**config.mk**
```make
export PLATFORM = sky130hd
export DESIGN_NAME = mips_mem_arbiter
export DESIGN_NICKNAME = d
export VERILOG_FILES = /design/src/rtl/mips_mem_pkg.sv /design/src/rtl/mips_mem_arb_pick.sv /design/src/rtl/mips_mem_arbiter.sv
export SDC_FILE = /design/constraint.sdc
export NUM_CORES = 1
export LEC_CHECK = 0
export ABC_AREA = 1
export CORE_MARGIN = 3
export CORE_UTILIZATION = 42
export CTS_CLUSTER_SIZE = 14
export DETAILED_ROUTE_END_ITERATION = 7
export PLACE_DENSITY = 0.91
export SLEW_MARGIN = 20
export SYNTH_ARGS = -nofsm -noshare
export SYNTH_HDL_FRONTEND = slang
export SYNTH_HIERARCHICAL = 1
export SYNTH_SLANG_ARGS = --single-unit
```
**constraint.sdc**
```tcl
create_clock -name clk -period 1.9 [get_ports clk]
set_input_delay 0.38 -clock clk [delete_from_list [all_inputs] [get_ports clk]]
set_output_delay 0.38 -clock clk [all_outputs]
set_load 0.01 [all_outputs]
```
**src/rtl/mips_mem_pkg.sv**
```systemverilog
// mips_mem_pkg: shared types and default widths for the MIPS memory arbiter.
package mips_mem_pkg;

    localparam int ADDR_W_DEF = 32;
    localparam int DATA_W_DEF = 32;

    typedef enum logic [1:0] {
        IDLE   = 2'd0,
        ACCESS = 2'd1,
        WAIT   = 2'd2,
        RESP   = 2'd3
    } state_t;

    typedef enum logic {
        OWN_IF = 1'b0,
        OWN_DM = 1'b1
    } owner_t;

endpackage

```
**src/rtl/mips_mem_arb_pick.sv**
```systemverilog
// mips_mem_arb_pick: combinational winner select between fetch and data ports.
// MIPS_MEM_ARB_RR_EN defined: ties go to the port that did not own the last access.
// MIPS_MEM_ARB_RR_EN undefined: ties always go to DM.
module mips_mem_arb_pick
    import mips_mem_pkg::*;
(
`ifdef MIPS_MEM_ARB_RR_EN
    input  owner_t last_owner,
`endif
    input  logic   if_req,
    input  logic   dm_req,
    output logic   any_req,
    output owner_t winner
);

    // winner is only meaningful while any_req is high
    always_comb begin
        any_req = if_req | dm_req;
        winner  = OWN_IF;
`ifdef MIPS_MEM_ARB_RR_EN
        if (if_req && dm_req) begin
            winner = (last_owner == OWN_DM) ? OWN_IF : OWN_DM;
        end else if (dm_req) begin
            winner = OWN_DM;
        end
`else
        if (dm_req) begin
            winner = OWN_DM;
        end
`endif
    end

endmodule

```
**src/rtl/mips_mem_arbiter.sv**
```systemverilog
// mips_mem_arbiter: shares one single-ported fixed-latency memory between the
// MIPS fetch (IF) and data (DM) ports, stalling the pipeline while busy.
// Optional macro MIPS_MEM_ARB_RR_EN selects round-robin arbitration on ties.
//
// state  | meaning
// IDLE   | nothing in flight, sampling requests
// ACCESS | memory strobe issued, grant pulsed to the winner
// WAIT   | memory latency countdown, address/we/wdata held
// RESP   | valid pulsed to the owner, next request sampled
module mips_mem_arbiter
    import mips_mem_pkg::*;
#(
    parameter int ADDR_W  = ADDR_W_DEF,
    parameter int DATA_W  = DATA_W_DEF,
    parameter int MEM_LAT = 2
) (
    input  logic              clk,
    input  logic              reset,
    input  logic              if_req,
    input  logic [ADDR_W-1:0] if_addr,
    output logic              if_gnt,
    output logic              if_valid,
    output logic [DATA_W-1:0] if_rdata,
    input  logic              dm_req,
    input  logic              dm_we,
    input  logic [ADDR_W-1:0] dm_addr,
    input  logic [DATA_W-1:0] dm_wdata,
    output logic              dm_gnt,
    output logic              dm_valid,
    output logic [DATA_W-1:0] dm_rdata,
    output logic              mem_en,
    output logic              mem_we,
    output logic [ADDR_W-1:0] mem_addr,
    output logic [DATA_W-1:0] mem_wdata,
    input  logic [DATA_W-1:0] mem_rdata,
    output logic              stall
);

    localparam int CNT_W = (MEM_LAT > 1) ? $clog2(MEM_LAT) : 1;
    localparam logic [CNT_W-1:0] CNT_LOAD = CNT_W'(MEM_LAT - 1);

    state_t           state, state_nxt;
    owner_t           owner;
    owner_t           winner;
    logic             any_req;
    logic             start;
    logic             done;
    logic [CNT_W-1:0] cnt;

    // owner doubles as the last-owner history for round-robin
    mips_mem_arb_pick u_pick (
`ifdef MIPS_MEM_ARB_RR_EN
        .last_owner (owner),
`endif
        .if_req     (if_req),
        .dm_req     (dm_req),
        .any_req    (any_req),
        .winner     (winner)
    );

    // state register
    always_ff @(posedge clk or negedge reset) begin
        if (!reset) begin
            state <= IDLE;
        end else begin
            state <= state_nxt;
        end
    end

    // next state; start launches a new access, done ends the latency wait
    always_comb begin
        state_nxt = state;
        start     = 1'b0;
        done      = 1'b0;
        case (state)
            IDLE: begin
                if (any_req) begin
                    start     = 1'b1;
                    state_nxt = ACCESS;
                end
            end
            ACCESS: state_nxt = WAIT;
            WAIT: begin
                if (cnt == '0) begin
                    done      = 1'b1;
                    state_nxt = RESP;
                end
            end
            RESP: begin
                if (any_req) begin
                    start     = 1'b1;
                    state_nxt = ACCESS;
                end else begin
                    state_nxt = IDLE;
                end
            end
            default: state_nxt = IDLE;
        endcase
    end

    // registered outputs, latched access and latency counter
    always_ff @(posedge clk or negedge reset) begin
        if (!reset) begin
            owner     <= OWN_IF;
            cnt       <= '0;
            if_gnt    <= 1'b0;
            dm_gnt    <= 1'b0;
            if_valid  <= 1'b0;
            dm_valid  <= 1'b0;
            mem_en    <= 1'b0;
            mem_we    <= 1'b0;
            mem_addr  <= '0;
            mem_wdata <= '0;
            if_rdata  <= '0;
            dm_rdata  <= '0;
        end else begin
            if_gnt   <= start && (winner == OWN_IF);
            dm_gnt   <= start && (winner == OWN_DM);
            mem_en   <= start;
            if_valid <= done && (owner == OWN_IF);
            dm_valid <= done && (owner == OWN_DM);

            if (start) begin
                owner <= winner;
                if (winner == OWN_DM) begin
                    mem_addr  <= dm_addr;
                    mem_wdata <= dm_wdata;
                    mem_we    <= dm_we;
                end else begin
                    mem_addr  <= if_addr;
                    mem_wdata <= '0;
                    mem_we    <= 1'b0;
                end
            end else if (done) begin
                mem_we <= 1'b0;
            end

            if (state == ACCESS) begin
                cnt <= CNT_LOAD;
            end else if (state == WAIT && cnt != '0) begin
                cnt <= cnt - 1'b1;
            end

            // write acks leave the read-data registers untouched
            if (done && !mem_we) begin
                if (owner == OWN_IF) begin
                    if_rdata <= mem_rdata;
                end else begin
                    dm_rdata <= mem_rdata;
                end
            end
        end
    end

    // stall is forced low while reset is held
    assign stall = reset & ((if_req & ~if_gnt) | (dm_req & ~dm_gnt) |
                            ((state != IDLE) && (state != RESP)));

endmodule
```
### The metal 1 layer

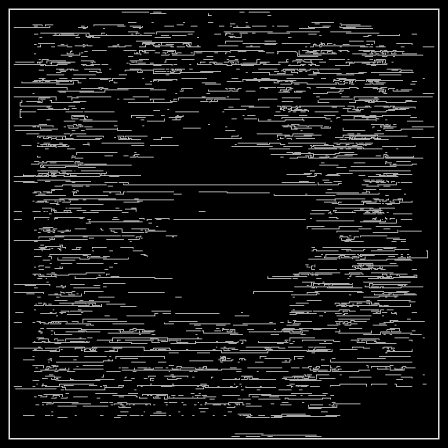
- nets with wire on the layer: 927
- wire length on this layer: 6840 microns
- main direction: horizontal
- share of all routed wire: 39%
- longest straight run: 56.6 microns
final WL: 17.6 mm
met1 Use GR: 27.8%
Vias: 5779

### Signal wires on met2

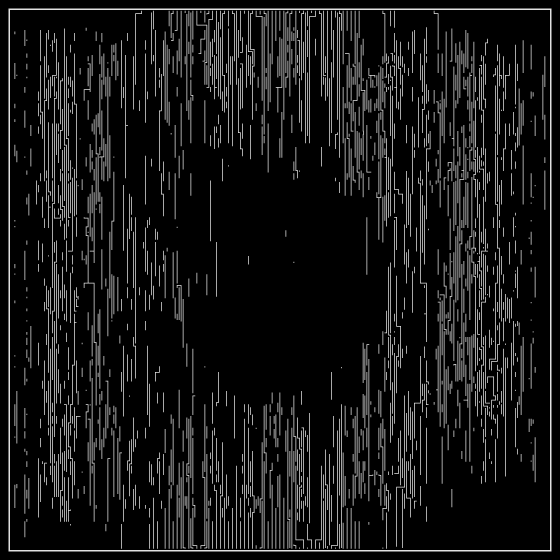
- longest straight run: 33.3 microns
- wire length on this layer: 8550 microns
- main direction: vertical
- share of all routed wire: 49%

### Met3 routing

The bar under the picture is 50 microns long. Cells faint in the background.
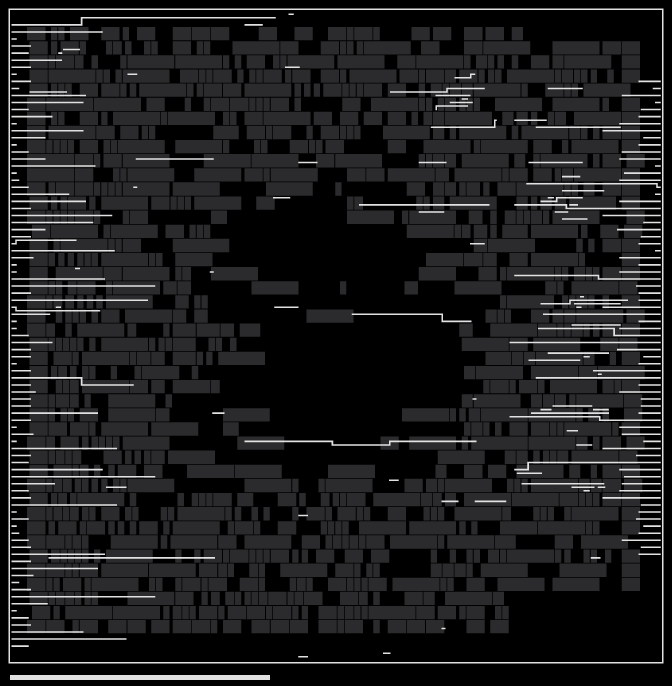
- longest straight run: 37.3 microns
- main direction: horizontal
- share of all routed wire: 9.9%
- nets with wire on the layer: 196
- wire length on this layer: 1740 microns

### Met4 routing

The bar under the picture is 50 microns long.
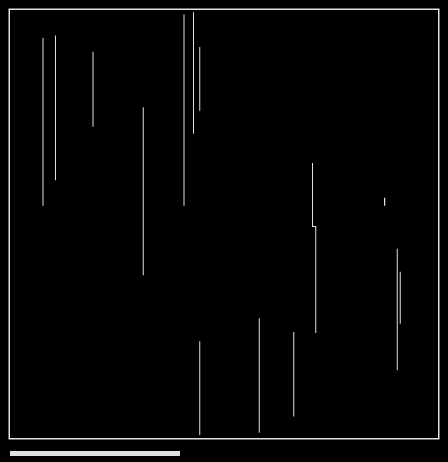
- share of all routed wire: 2.6%
- main direction: vertical
- wire length on this layer: 459 microns

### Routing congestion map

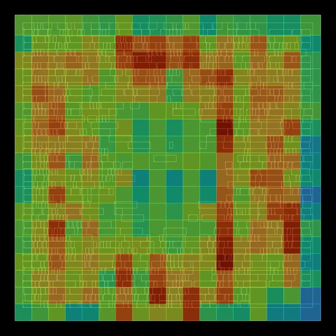
met3 usage: 7.13%
DR WL/cell: 15.1 microns
Total Routing Usage GR: 22.5%
met2 Resource Use GR: 36.5%
Finished Core Util: 67.8%

==> out/qor.yml <==
outcome:
  status: "finished, final reports clean"
synth:
  synthTopLogicFamily: "simple AND/OR/NAND/NOR gates"
  ys_seq_share_pct: 57.5
  synthArstFlopShare_pct: 100
  top_cell_area_share_pct: 57.5
  ys_top_cells_by_count: "367 x nand2_1, 138 x dfrtp_1, 64 x nand4_1"
  edf_count: 0
  syn-mean-instance-area_sq_um: 8.39
  yosysWarnings: 6
  syn_inst: 716
  netlist-cell-type-count: 20
  synthAoiAreaFrac_pct: 3.08
  topCellsByArea: "dfrtp_1 57%, nand2_1 23%, nand4_1 6.7%"
  ff_type: "dfrtp_1"
  synthMostInstantiatedCell: "nand2_1"
  synthMuxAreaShare_pct: 0
  synth_area_sq_um: 6010
  yosys.area_share.adder_pct: 1.04
  ys_cells: 716
  ys_sh_simple_pct: 30.8
  ys_chip_area_sq_um: 6010
  xor_area_share_pct: 0
  synth_flop_count: 138
  synth_area_leader_cell: "dfrtp_1"
  syn_nets: 854
place:
  dp.cells: 1136
  pre_cts_slack_ns: -0.0894
  gp_routability_congestion: 0.784
  place_area_sq_um: 8850
  place_hpwl_mm: 12.4
  port_buffers: 267
worst_setup_path:
  startpoint: "state[0]$_DFFE_PN0P_"
  crit_path_max_incr_delay_ns: 0.37
  r2r_slack_ns: 0.24
  crit_chain: "inv_1 -> ha_4 -> inv_2 -> nand3_1 -> nand2_1 -> inv_1 -> buf_2"
  r2r-end: "dm_rdata[18]$_DFFE_PN0P_"
  cp_slowest_cell: "dfrtp_1"
  critPathTopFamily: "flip-flops"
  critPathMostFrequentCell: "inv_1"
  required_ns: 1.52
  end_kind: "primary output"
  rr_startpoint: "state[0]$_DFFE_PN0P_"
  path_buffers: 4
  worst-path-stages: 7
  path_max_fanout: 2
  arrival_ns: 1.45
  crit_end: "stall"
  r2r_cells: 9
  crit_type: "reg2out"
  start_kind: "register"
cells_and_area:
  clkbuf_count: 22
  final_nets: 1113
  antenna_cells: 0
  synthToLayoutAreaGrowth_pct: 57.2
  instances_no_fill: 1168
  seq_cells: 138
  largest_class: "sequential cells"
  layout-drive-gt1-share_pct: 6.68
  buffer_area_share_pct: 30.5
  fillers: 1037
  inverters: 48
  comb_area_sq_um: 2110
  nonClockBufferCount: 288
  final-clk-cell-share_pct: 6.25
  final_cell_area_sq_um: 9440
  most-common-layout-cells: "367 x nand2_1, 264 x clkdlybuf4s50_1, 138 x dfrtp_1"
  comb_area_share_pct: 22.4
  lay_top_count: "nand2_1"
  seq_area_sq_um: 3450
  logic_gates: 482
  seq-cell-share_pct: 36.6
power:
  power.group.top: "combinational cells"
  p_seq_share_pct: 32.1
  pg_seq_mw: 5.12
  switching_share_pct: 37.1
  clk-power_mw: 3.26
  power_density_nw_per_um2: 1690
  ir_worst_vdd_mv: 0.783
  p_leak_nw: 4.68
  p_int_mw: 10.0
  comb_power_share_pct: 47.5
  pwr-share-clk_pct: 20.4
  pg_comb_mw: 7.57
  power.total_mw: 16.0
  p_switching_mw: 5.92
clock_network:
  worstSkewPairLatency_ns: 0.41
  clk_pin_slew_ns: 0.05
  clk_path_buf_depth: 2
  htreeDepth: 4
  cts_num_sinks: 138
  cts_hold_buf: 0
  cts_tree: "built"
  ctsRootBufferMaster: "clkbuf_16"
  cts_setup_buffers: 0
  ctsResizeCount: 5
  cts_made_buffers: 17
global_route:
  grt_overflow_total: 0
  antenna_found_initial: 0
  first_global_vias: 5665
  global_route.peak_usage_layer: "met2"
  grt_pass1_wl_mm: 28.4
  grt_max_degree: 139
sta:
  tns_ns: 0
  tightestPinTransition_ns: 0.834
  drv_slew: 0
  finalClockPeriodUsage_pct: 96.6
  holdWs_ns: 0.0246
  hold_violations: 0
  slew_headroom_pct: 44.4
  fmax_mhz: 545
  layout_min_cycle_time_ns: 1.83
  fin_skew_ns: 0.00589
  setup_viol: 0
  fin_ws_ns: 0.0651
min_path:
  hp-class: "in2async"
floorplan:
  chipWidth_microns: 126
  chipHeight_microns: 126
  io_pins: 268
  fp_util_pct: 43.1
  die_area_sq_um: 15800
  core_area_sq_um: 13900
  rows: 43
  tapCellCount: 180
detailed_routing:
  met2_length_mm: 8.55
  final_antenna_net_count: 0
  wl_met3_mm: 1.74
  highest_layer: "met4"
  m1WireLength_mm: 6.84
  avgViaCountPerCell: 4.95
  first_pass_iters: 5
  drc: 0
  drt-initial-drc-count: 463
flow_run:
  max_cap_violations: 0
  warnings: 32
Power is estimated from default activity; no workload was simulated.
